final_congestion.png
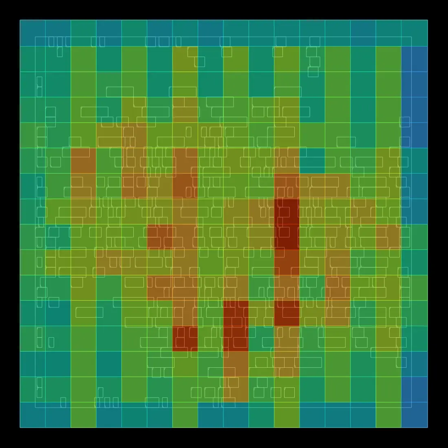
cell_classes.png
Bar = 20 um.
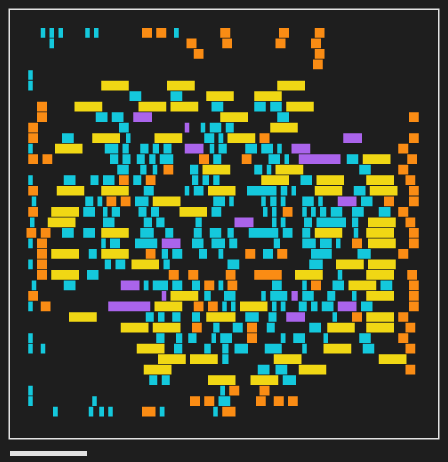
File: config.mk
export PLATFORM = sky130hd
export DESIGN_NAME = clock_period_meter
export DESIGN_NICKNAME = d
export VERILOG_FILES = /design/src/rtl/clock_period_meter.sv
export SDC_FILE = /design/constraint.sdc
export NUM_CORES = 1
export LEC_CHECK = 0
export ABC_CLOCK_PERIOD_IN_PS = 2100
export CAP_MARGIN = 40
export CELL_PAD_IN_SITES_DETAIL_PLACEMENT = 1
export CELL_PAD_IN_SITES_GLOBAL_PLACEMENT = 2
export CORE_MARGIN = 4
export CORE_UTILIZATION = 29
export CTS_BUF_LIST = sky130_fd_sc_hd__clkbuf_8
export CTS_CLUSTER_SIZE = 8
export DETAILED_ROUTE_END_ITERATION = 12
export GPL_ROUTABILITY_DRIVEN = 0
export PLACE_DENSITY = 0.87
export SYNTH_ARGS = -nofsm -noshare
export SYNTH_HDL_FRONTEND = slang
export SYNTH_SLANG_ARGS = --single-unit
File: constraint.sdc
create_clock -name CLK_IN -period 2.1 [get_ports CLK_IN]
set_input_delay 0.42 -clock CLK_IN [delete_from_list [all_inputs] [get_ports CLK_IN]]
set_output_delay 0.42 -clock CLK_IN [all_outputs]
set_load 0.1 [all_outputs]
File: src/rtl/clock_period_meter.sv
// clock_period_meter: SIG_IN period/high time in CLK_IN cycles; hcnt/HIGH_TIME only with CLOCK_PERIOD_METER_DUTY_EN.
// Latency: VALID 3 CLK_IN edges after the SIG_IN rise; outputs hold between VALID pulses.
// No backpressure: VALID is a one-cycle pulse, TIMEOUT stays set until the next VALID or RESET.
module clock_period_meter #(
  parameter logic [27:0] MAX_COUNT = 28'd100_000_000
) (
  input  logic        CLK_IN,
  input  logic        RESET,
  input  logic        SIG_IN,
  output logic [27:0] PERIOD,
  output logic [27:0] LOAD_EST,
  output logic [27:0] HIGH_TIME,
  output logic        VALID,
  output logic        TIMEOUT
);

  typedef enum logic [1:0] {WAIT_LOW, ARM, COUNT} state_t;

  state_t      state, state_nxt;
  logic        s1, s2, s3;
  logic [1:0]  fill;
  logic [27:0] cnt, cnt_nxt;
  logic [27:0] period_nxt, load_nxt;
  logic        valid_nxt, timeout_nxt;
  logic        rise, primed;

  assign rise   = s2 & ~s3;
  // s2 carries its reset value for two edges; a low only counts once real samples arrive
  assign primed = fill[1];

`ifdef CLOCK_PERIOD_METER_DUTY_EN
  logic [27:0] hcnt, hcnt_nxt, high_nxt;
`endif

  always_ff @(posedge CLK_IN) begin
    if (RESET) begin
      s1       <= 1'b0;
      s2       <= 1'b0;
      s3       <= 1'b0;
      fill     <= 2'b00;
      state    <= WAIT_LOW;
      cnt      <= '0;
      PERIOD   <= '0;
      LOAD_EST <= '0;
      VALID    <= 1'b0;
      TIMEOUT  <= 1'b0;
    end else begin
      s1       <= SIG_IN;
      s2       <= s1;
      s3       <= s2;
      fill     <= {fill[0], 1'b1};
      state    <= state_nxt;
      cnt      <= cnt_nxt;
      PERIOD   <= period_nxt;
      LOAD_EST <= load_nxt;
      VALID    <= valid_nxt;
      TIMEOUT  <= timeout_nxt;
    end
  end

`ifdef CLOCK_PERIOD_METER_DUTY_EN
  always_ff @(posedge CLK_IN) begin
    if (RESET) begin
      hcnt      <= '0;
      HIGH_TIME <= '0;
    end else begin
      hcnt      <= hcnt_nxt;
      HIGH_TIME <= high_nxt;
    end
  end
`else
  assign HIGH_TIME = 28'd0;
`endif

  always_comb begin
    state_nxt   = state;
    cnt_nxt     = cnt;
    period_nxt  = PERIOD;
    load_nxt    = LOAD_EST;
    valid_nxt   = 1'b0;
    timeout_nxt = TIMEOUT;
`ifdef CLOCK_PERIOD_METER_DUTY_EN
    hcnt_nxt    = hcnt;
    high_nxt    = HIGH_TIME;
`endif
    case (state)
      WAIT_LOW: begin
        if (primed && !s2) state_nxt = ARM;
      end
      ARM: begin
        if (rise) begin
          cnt_nxt   = 28'd1;
`ifdef CLOCK_PERIOD_METER_DUTY_EN
          hcnt_nxt  = 28'd1;
`endif
          state_nxt = COUNT;
        end
      end
      COUNT: begin
        // a rise on the MAX_COUNT cycle is still a valid measurement
        if (rise) begin
          period_nxt  = cnt;
          load_nxt    = {1'b0, cnt[27:1]};
          valid_nxt   = 1'b1;
          timeout_nxt = 1'b0;
          cnt_nxt     = 28'd1;
`ifdef CLOCK_PERIOD_METER_DUTY_EN
          high_nxt    = hcnt;
          hcnt_nxt    = 28'd1;
`endif
        end else if (cnt == MAX_COUNT) begin
          timeout_nxt = 1'b1;
          period_nxt  = '0;
          load_nxt    = '0;
          cnt_nxt     = '0;
`ifdef CLOCK_PERIOD_METER_DUTY_EN
          high_nxt    = '0;
          hcnt_nxt    = '0;
`endif
          state_nxt   = WAIT_LOW;
        end else begin
          cnt_nxt  = cnt + 28'd1;
`ifdef CLOCK_PERIOD_METER_DUTY_EN
          hcnt_nxt = hcnt + {27'd0, s2};
`endif
        end
      end
      default: state_nxt = WAIT_LOW;
    endcase
  end

endmodule
==> job_summary.md <==
## Implementation flow summary

| Metric | Value |
|---|---|
| Synth warn | 0 |
| Clock buf/inv share | 0.0560 |
| Layout Skew | between 0.008 and 0.009 ns |
| Sequential power share | 0.463 |
| Logic area | about 0.0014 mm^2 |
| Switch Pwr | approximately 0.00073 W |
| Top cell area share | 0.426 |
| Worst-path maximum fanout | 5 |
| Yosys adder share | 0.00819 |
| Avg Cell Area, Syn | 9.46 um^2 |
| Final net count | around 380 |
| Post-synth EDFFs | 0 |
| Hold Path Class | flop to flop |
| R2R Setup Slk | 0.12 ns |
| Sink Count | 65 |
| Crit-path cells | ha_1, nand3_2, nor4_4, buf_4, nand4_1, a21o_1, a22o_1 |
| Inverters | 6 |
| First drt pass iteration count | 6 |
| Status | completed |
| Synth top cell by count | dfxtp_1 |
| WL/cell | 14.2 um |
| WP buf/inv | 1 |
| Largest registers | cnt x28, PERIOD x27 |
| Vias in the first global route | 2361 |
| Clock Power Share | 0.426 |
| Flops & latches, synth | 65 |
| ANT nets after route | 0 |
| Flip-flops | 65 |
| Initial antenna violation count | 0 |
| Final Hold Violating Endpoints | 0 |
| Share of cells above drive strength 1 | 0.298 |
| Final TNS setup | 0 ns |
| Critical Path AT | 2.22 ns |
| Switching Fraction | 0.273 |
| Pwr Density | 716 mW/mm^2 |
| Reg2reg end | cnt[22] |
| Biggest Area Class | multi-input combinational cells |
| Top Family by Delay on Critical Path | simple AND/OR/NAND/NOR gates |
| # resized after CTS | 0 |
| # clk buffers | 10 |
| Multi-input gates | 210 |
| Setup-failing EPs final | 0 |
| Cells on worst reg2reg path | 7 |
| Post-CTS Setup Bufs | 0 |
| Clock net power | 0.00115 W |
| Yosys Instances | 323 |
## Picture notes: final_congestion.png
global routing usage on met3: 0.0367
GR Util All Layers: 0.122
M2 GR Usage: 0.190

## Picture notes: cell_classes.png
Key: all other logic = cyan [cells 216]; other buffers and delay cells = orange [cells 86]; clock drivers and dummy loads = purple [cells 15]; flip-flops = yellow [cells 65]
FP Rows: 37
Finished Core Util: 0.365
design area: 0.00375 mm^2
sequential share of cell area: 0.347
Core Footprint: 0.0103 mm^2

Power figures rest on the tool's default switching activity, not on a simulated workload.
